### config.mk
export PLATFORM = sky130hd
export DESIGN_NAME = switch_debouncer_flat
export DESIGN_NICKNAME = d
export VERILOG_FILES = /design/src/rtl/debounce_pkg.sv /design/src/rtl/switch_debouncer_if.sv /design/src/rtl/debounce_channel.sv /design/src/rtl/switch_debouncer.sv /design/src/flat_wrapper.sv
export SDC_FILE = /design/constraint.sdc
export NUM_CORES = 1
export LEC_CHECK = 0
export CAP_MARGIN = 20
export CORE_MARGIN = 2
export CORE_UTILIZATION = 50
export CTS_CLUSTER_DIAMETER = 50
export DETAILED_ROUTE_END_ITERATION = 10
export PLACE_DENSITY = 0.72
export SYNTH_ARGS = -nofsm -noshare
export SYNTH_HDL_FRONTEND = slang
export SYNTH_SLANG_ARGS = --single-unit
### constraint.sdc
create_clock -name clk -period 2.23 [get_ports clk]
set_input_delay 0.446 -clock clk [delete_from_list [all_inputs] [get_ports clk]]
set_output_delay 0.446 -clock clk [all_outputs]
set_load 0.005 [all_outputs]
### src/rtl/debounce_pkg.sv
// Shared types and helpers for the switch debouncer: channel FSM state
// encoding, counter width calculation and the default settle time.
package debounce_pkg;

    // Per-channel debounce FSM states; the PEND_* states are waiting for
    // a new value to persist long enough to be accepted.
    typedef enum logic [1:0] {
        STABLE_LO = 2'd0,
        PEND_HI   = 2'd1,
        STABLE_HI = 2'd2,
        PEND_LO   = 2'd3
    } deb_state_t;

    // 10 ms at a 100 MHz board clock.
    localparam int DEFAULT_STABLE_CYCLES = 1_000_000;

    // Width of the persistence counter: clog2 of the settle time, never
    // narrower than one bit so the degenerate 1-cycle case still builds.
    function automatic int cnt_width(input int n);
        return (n <= 2) ? 1 : $clog2(n);
    endfunction

endpackage

### src/rtl/switch_debouncer_if.sv
// Switch bundle between the board pins/consumer side (master) and the
// debouncer (slave): raw inputs in, clean levels and edge pulses out.
interface switch_debouncer_if #(
    parameter int NUM_CH = 2
);
    logic [NUM_CH-1:0] sw_in;
    logic [NUM_CH-1:0] sw_level;
    logic [NUM_CH-1:0] sw_rise;
    logic [NUM_CH-1:0] sw_fall;
    logic              sw_any_change;

    modport master (
        output sw_in,
        input  sw_level,
        input  sw_rise,
        input  sw_fall,
        input  sw_any_change
    );

    modport slave (
        input  sw_in,
        output sw_level,
        output sw_rise,
        output sw_fall,
        output sw_any_change
    );
endinterface

### src/rtl/debounce_channel.sv
// One debounced switch channel: synchronizer chain, four-state FSM with a
// persistence counter, and registered one-cycle rise/fall pulses.
module debounce_channel
    import debounce_pkg::*;
#(
    parameter int SYNC_STAGES   = 2,
    parameter int STABLE_CYCLES = DEFAULT_STABLE_CYCLES
) (
    input  logic clk,
    input  logic rst,
    input  logic sw_in,
    output logic level,
    output logic rise,
    output logic fall
);
    localparam int             CW       = cnt_width(STABLE_CYCLES);
    localparam logic [CW-1:0]  CNT_LAST = CW'(STABLE_CYCLES - 1);
    localparam logic [CW-1:0]  CNT_ONE  = CW'(1);

    logic [SYNC_STAGES-1:0] sync_reg;
    logic                   s;
    deb_state_t             state_reg, state_next;
    logic [CW-1:0]          cnt_reg, cnt_next;
    logic                   rise_reg, rise_next;
    logic                   fall_reg, fall_next;

    // Plain flop chain to resolve metastability; only the last stage is used.
    always_ff @(posedge clk) begin
        if (rst) begin
            sync_reg <= '0;
        end else begin
            sync_reg <= {sync_reg[SYNC_STAGES-2:0], sw_in};
        end
    end

    assign s = sync_reg[SYNC_STAGES-1];

    // State, counter and pulse registers.
    always_ff @(posedge clk) begin
        if (rst) begin
            state_reg <= STABLE_LO;
            cnt_reg   <= '0;
            rise_reg  <= 1'b0;
            fall_reg  <= 1'b0;
        end else begin
            state_reg <= state_next;
            cnt_reg   <= cnt_next;
            rise_reg  <= rise_next;
            fall_reg  <= fall_next;
        end
    end

    // Next state: a differing value must persist STABLE_CYCLES samples; any
    // return to the old level drops back to stable. Pulses fire on accept.
    always_comb begin
        state_next = state_reg;
        cnt_next   = '0;
        rise_next  = 1'b0;
        fall_next  = 1'b0;
        case (state_reg)
            STABLE_LO: begin
                if (s) begin
                    if (STABLE_CYCLES == 1) begin
                        state_next = STABLE_HI;
                        rise_next  = 1'b1;
                    end else begin
                        state_next = PEND_HI;
                        cnt_next   = CNT_ONE;
                    end
                end
            end
            PEND_HI: begin
                if (!s) begin
                    state_next = STABLE_LO;
                end else if (cnt_reg == CNT_LAST) begin
                    state_next = STABLE_HI;
                    rise_next  = 1'b1;
                end else begin
                    cnt_next = cnt_reg + 1'b1;
                end
            end
            STABLE_HI: begin
                if (!s) begin
                    if (STABLE_CYCLES == 1) begin
                        state_next = STABLE_LO;
                        fall_next  = 1'b1;
                    end else begin
                        state_next = PEND_LO;
                        cnt_next   = CNT_ONE;
                    end
                end
            end
            PEND_LO: begin
                if (s) begin
                    state_next = STABLE_HI;
                end else if (cnt_reg == CNT_LAST) begin
                    state_next = STABLE_LO;
                    fall_next  = 1'b1;
                end else begin
                    cnt_next = cnt_reg + 1'b1;
                end
            end
            default: begin
                state_next = STABLE_LO;
            end
        endcase
    end

    // Level stays at the old value while a change is still pending.
    assign level = (state_reg == STABLE_HI) || (state_reg == PEND_LO);
    assign rise  = rise_reg;
    assign fall  = fall_reg;

endmodule

### src/rtl/switch_debouncer.sv
// Debouncer for all board switch channels: one independent channel per
// input plus a combined any-change strobe.
module switch_debouncer
    import debounce_pkg::*;
#(
    parameter int NUM_CH        = 2,
    parameter int SYNC_STAGES   = 2,
    parameter int STABLE_CYCLES = DEFAULT_STABLE_CYCLES
) (
    input  logic               clk,
    input  logic               rst,
    switch_debouncer_if.slave  bus
);
    logic [NUM_CH-1:0] level_vec;
    logic [NUM_CH-1:0] rise_vec;
    logic [NUM_CH-1:0] fall_vec;

    generate
        for (genvar gi = 0; gi < NUM_CH; gi++) begin : g_ch
            debounce_channel #(
                .SYNC_STAGES   (SYNC_STAGES),
                .STABLE_CYCLES (STABLE_CYCLES)
            ) u_channel (
                .clk   (clk),
                .rst   (rst),
                .sw_in (bus.sw_in[gi]),
                .level (level_vec[gi]),
                .rise  (rise_vec[gi]),
                .fall  (fall_vec[gi])
            );
        end
    endgenerate

    assign bus.sw_level      = level_vec;
    assign bus.sw_rise       = rise_vec;
    assign bus.sw_fall       = fall_vec;
    // Pulses are registered, so this strobe is clean and lasts one cycle.
    assign bus.sw_any_change = |{rise_vec, fall_vec};

endmodule

### src/flat_wrapper.sv
// flat-port wrapper written by rule: the top's interface ports become plain ports
module switch_debouncer_flat import debounce_pkg::*;
#(
    parameter int NUM_CH        = 2,
    parameter int SYNC_STAGES   = 2,
    parameter int STABLE_CYCLES = DEFAULT_STABLE_CYCLES
)
  (clk, rst, bus_sw_in, bus_sw_level, bus_sw_rise, bus_sw_fall, bus_sw_any_change);
  switch_debouncer_if #(.NUM_CH(NUM_CH)) bus_i ();
  input  logic clk;
  input  logic rst;
  input wire logic [$bits(bus_i.sw_in)-1:0] bus_sw_in;
  output wire logic [$bits(bus_i.sw_level)-1:0] bus_sw_level;
  output wire logic [$bits(bus_i.sw_rise)-1:0] bus_sw_rise;
  output wire logic [$bits(bus_i.sw_fall)-1:0] bus_sw_fall;
  output wire logic [$bits(bus_i.sw_any_change)-1:0] bus_sw_any_change;
  assign bus_i.sw_in = bus_sw_in;
  assign bus_sw_level = bus_i.sw_level;
  assign bus_sw_rise = bus_i.sw_rise;
  assign bus_sw_fall = bus_i.sw_fall;
  assign bus_sw_any_change = bus_i.sw_any_change;
  switch_debouncer #(.NUM_CH(NUM_CH), .SYNC_STAGES(SYNC_STAGES), .STABLE_CYCLES(STABLE_CYCLES)) u_core (.clk(clk), .rst(rst), .bus(bus_i));
endmodule
Figure 1. Wire density map (run 1).
The bar under the picture is 20 um long. The die is cut into 14 by 14 equal tiles; dark blue is low, red is high, scaled to the fullest tile. Values are wire area over tile area, all layers added.
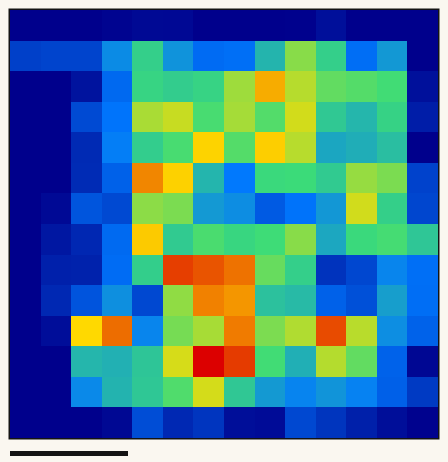
The fullest tile reaches 0.41. The densest ninth of the die: middle. The emptiest ninth of the die: top left.
post-detailed-route wirelength per cell: 13.8 um
aggregate routed wire length: 4.45 mm
total via count after detailed routing: 1844
GRT Resource Usage Total: 0.192

Figure 2. Cells by drive strength (run 1).
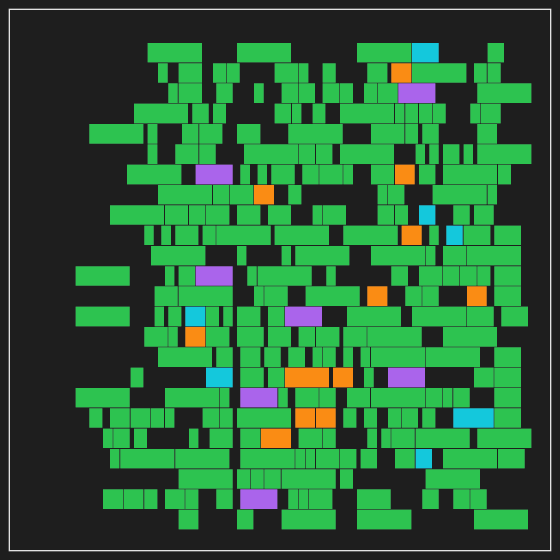
Key: x1 and smaller = green [cells 245, share 90%]; x6 and larger = purple [cells 7, share 2.6%]; x3 and x4 = orange [cells 12, share 4.4%]; x2 = cyan [cells 7, share 2.6%]
area grow syn2layout: 10.0%
Worst Setup Slack, final: 0.217 ns

Figure 3. Placed cells, one colour a class (run 1).
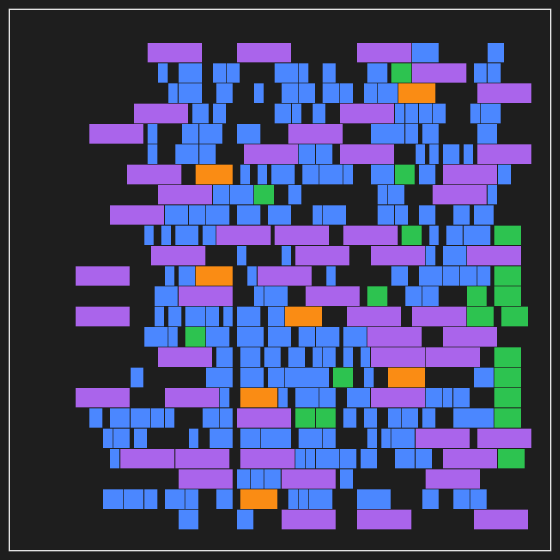
Key: remaining logic cells = blue [cells 192, share of their area 48%]; remaining buffers and delay cells = green [cells 20, share of their area 7.0%]; clock drivers and dummy loads = orange [cells 7, share of their area 3.8%]; registers = purple [cells 52, share of their area 42%]
Floorplan Core Area: 4410 um2
sequential share of cell area: 0.405
fraction of the core area covered by cells at the end of the flow: 0.582

Figure 4. Cell area per tile (run 1).
The bar under the picture is 20 um long. The die is cut into 7 by 7 equal tiles; dark blue is low, red is high, 0 to 100% covered.
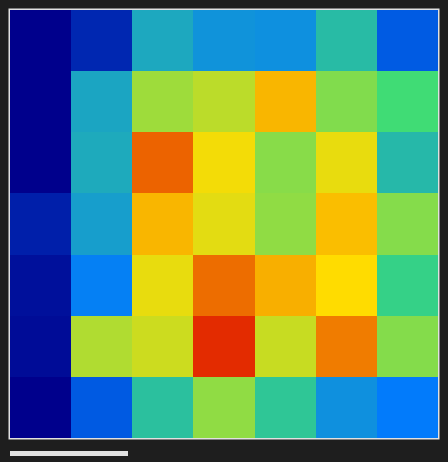
18% of the tiles are over 75% full. The emptiest ninth of the die: top left. The densest ninth of the die: middle. 8.2% of the tiles are nearly empty. The mean over all tiles is 48%.
Core Density at Floorplan: 0.529

==> summary.txt, run 1 <==
Physical implementation.

- Looking at the setup timing report, the critical path kind is reg2out.
- The fraction of final layout cells sized beyond drive strength 1 is 0.0959.
- The cell with the most instances after synthesis is dfxtp_1.
- The total negative slack is 0 ns.
- In the final routing, the length of wire on met1 measures 2.22 mm.
- Counting instances in the post-synthesis netlist gives the leading cell types as dfxtp_1, nor2_1, xor2_1.
- The non-clock inverters instantiated in the layout total 5.
- The number of sequential cells reported for the layout is 52.
- The hold path depth is 1.
- The final timing summary puts the cycle share of the worst path at 0.903.
- After synthesis, the share of cell area in mux cells is 0.00428.
- The report counts max-capacitance violations totalling 0.
- The cell group occupying the most layout area is multi-input combinational cells.
- The area taken by multi-input combinational cells is reported as 1170 um2.
- The flow ran to the end, and the final reports show no timing, DRC or antenna violations.
- The total inserted antenna cells is 0.
- Per the final report, max-transition violations number 0.
- Routability-driven placement finished with a final weighted congestion of ~0.80.
- The routed design shows a via density per instance of about 5.7.
- The iteration count recorded for the first detailed-route pass is 4.
- In this run the critical register-to-register path is launched from u_core.g_ch[0].u_channel.cnt_reg[13].
- Of all flip-flops after synthesis, the portion carrying an async set or reset was 0.
- The worst reg-to-reg path cell count is 5.
- The distinct cell type count after synthesis is 42.
- The CTS tree is built.
- The multi-input logic portion of the cell area is 0.457.
- The H-tree was split into 2 levels.
- The required time of the critical path is about 1.8 ns.
- The worst pin sits at a relative slew slack of 0.654.
- The final count of negative-setup-slack endpoints is 0.
- The synthesized netlist occupies a cell area of 2340 um2.
- Summing all flip-flop and latch instances after layout gives 1040 um2.
- Ranked by total cell area, the synthesized netlist is headed by dfxtp_1, xor2_1, nor2_1.
- The final report lists a non-filler cell total of 323.
- The share of the synthesized area in the top cell type is 0.446.
- The routed layout reports a DRC error count of 0.
- After clock tree synthesis, the flow added hold-fix buffers numbering 0.
- By area, the combinational part of the netlist is dominated by simple AND/OR/NAND/NOR gates.
- Detailed-route iteration 0 reported a violation count of 90.
- The most common logic cells in the final layout are dfxtp_1, nor2_1, xor2_1.
- The number of endpoints with negative hold slack in the final report is 0.
- The clock distribution power is roughly 0.57 mW.
- The global routing report lists met3 layer usage as 0.0431.
- The highest-count logic cell in the final layout is dfxtp_1.
- The worst slack at placement is 0.257 ns.
- STA reports the tightest min-delay check as being of type reg2reg.
- In the power breakdown, the internal column shows 1.22 mW.
- The tightest hold margin is roughly 0.45 ns.
- The detailed route wirelength on metal3 is 183 um.
- The number of cells upsized or downsized after cts is 0.
- The worst hold path begins at u_core.g_ch[1].u_channel.sync_reg[0].
- The register bit count reported by yosys is 52.
- For the combinational group, total power comes out at 0.0201 mW.
- The source of the critical timing path is u_core.g_ch[1].u_channel.fall.
- The number of buffers created by CTS is 5.
- Broken down by cell family, the worst path's largest delay share belongs to simple AND/OR/NAND/NOR gates.
- Hold analysis lists the worst path endpoint as u_core.g_ch[1].u_channel.sync_reg[1].
- The power dissipated by switching net loads is 0.301 mW.
- The first global-routing pass estimated around 8.0 mm of wire.
- The slack of the worst reg-to-reg path is roughly 0.23 ns.
- Per the OpenROAD power report, leakage power amounts to slightly above 0.8 nW.
- STA classifies the critical path endpoint as an output pin.
- According to the CTS report, the clock sink count is 52.
- The fraction of synthesized cell area in xor and xnor cells is 0.101.
- The post-place instance area is 2470 um2.
- The end of the worst register-to-register path is u_core.g_ch[0].u_channel.cnt_reg[17].
- The root buffer cell chosen for the clock tree is clkbuf_8.
- The flip-flop count of the largest register, all copies and words added is about 40.
- The global routing report lists met1 layer usage as 0.255.
- The post-detailed-route count of antenna-violating nets is 0.
- The signal on the critical path passes through or4_1 -> clkdlybuf4s50_1.
- According to the cell report, the number of logic gates is 187.
- The number of placed cells counting well taps is 316.
- Per report_power, the Sequential row totals between 0.9 and 1 mW.
- The instance tally after logic synthesis is between 200 and 300.
- The switching part of the total power is 0.197.
- The number of global-route vias before repair came to about 1.8k.
- The cell count listed in synth_stat.txt is roughly 260.
- In the CTS report, the clock slew at the register clock pins of the worst setup and hold paths is listed as 0.09 ns.
- The tally of yosys warning messages is 0.
- The overall overflow remaining after global route is 0.
- The total number of tap cells is 52.
- The critical path arrival is around 1.6 ns.
- The power report attributes to the sequential group a share of 0.616.
==> inputs of run 2 (changes only) <==
Settings changed: CAP_MARGIN 20 to default.
Figure 5. Placed cells, one colour a class (run 2).
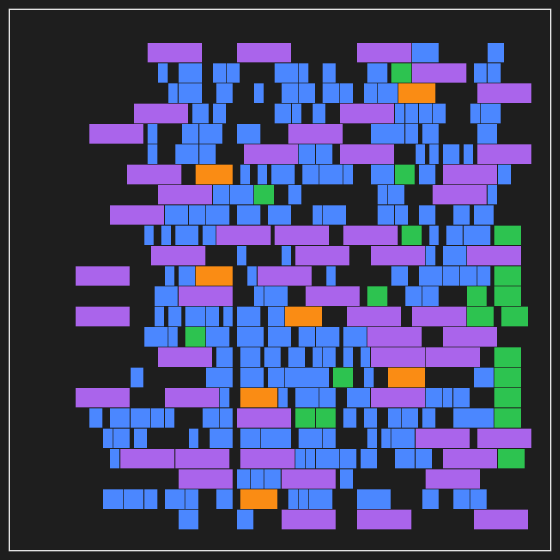
Key: remaining logic cells = blue [cells 192, share of their area 48%]; registers = purple [cells 52, share of their area 42%]; clock drivers and dummy loads = orange [cells 7, share of their area 3.8%]; remaining buffers and delay cells = green [cells 20, share of their area 7.0%]
post-route cell area: 2570 um2
row count: 24

==> run 2 against run 1 <==
Net effect:
- via count is the same
- clock skew is the same
- sequential share of layout area is the same
- non-clock buffer count is the same
- synthesized cell count is the same
- largest cell class unchanged
- largest power group unchanged
==> summary.txt, run 2 <==
Physical implementation.

- The run finished with clean final reports.
- The overall overflow remaining after global route is 0.
- The clock net sink count is 52.
- The slack of the worst reg-to-reg path is 0.23 ns.
- The worst slack at placement is between 0.2 and 0.3 ns.
- The flow inserted 52 tap cells.
- The dominant kind of combinational cell is simple AND/OR/NAND/NOR gates.
- For this run, the script counts the antenna cells in the layout as 0.
- The analysis attributes to cell leakage a power of 0.807 nW.
- The number of multi-input combinational cells in the layout is 187.
- Leaving out buffers and inverters, the combinational logic in the layout accounts for 1170 um2.
- The H-tree depth is 2.
- In this run the maximum-capacitance check reported violations numbering 0.
- The sequential cell area is 1040 um2.
- Nets still carrying antenna violations after routing amount to 0.
- The launch point of the critical path was reported as u_core.g_ch[1].u_channel.fall.
- The class of the tightest hold or removal check is reg2reg.
- Walking the worst path, the cells encountered are or4_1 -> clkdlybuf4s50_1.
- The required time of the critical path is about 1.8 ns.
- STA classifies the critical path endpoint as an output pin.
- Registers represent a cell area share of 0.405.
- The number of DRC markers after the initial detailed-route iteration is 90.
- The top cell type in the final layout, fill and taps aside, is dfxtp_1.
- Per the finish-stage timing summary, setup violations number 0.
- The multi-input logic portion of the cell area is 0.457.
- Detailed routing inserted a total of 1844 vias.
- The placed instances occupy a cell area of roughly 2500 um2.
- The endpoint of the worst hold path is u_core.g_ch[1].u_channel.sync_reg[1].
- For this run, the number of standard cells in the final layout without fillers is ~320.
- The instance tally after logic synthesis is 263.
- Per the synth log, the flip-flop and latch total comes to 52.
- The slew check shows that the tightest pin keeps a relative margin of 0.654.
- The cell with the most instances after synthesis is dfxtp_1.
- The core utilization at floorplan is 0.529.
- The flip-flop count of the largest register, all copies and words added is 40.
Power figures rest on the tool's default switching activity, not on a simulated workload.
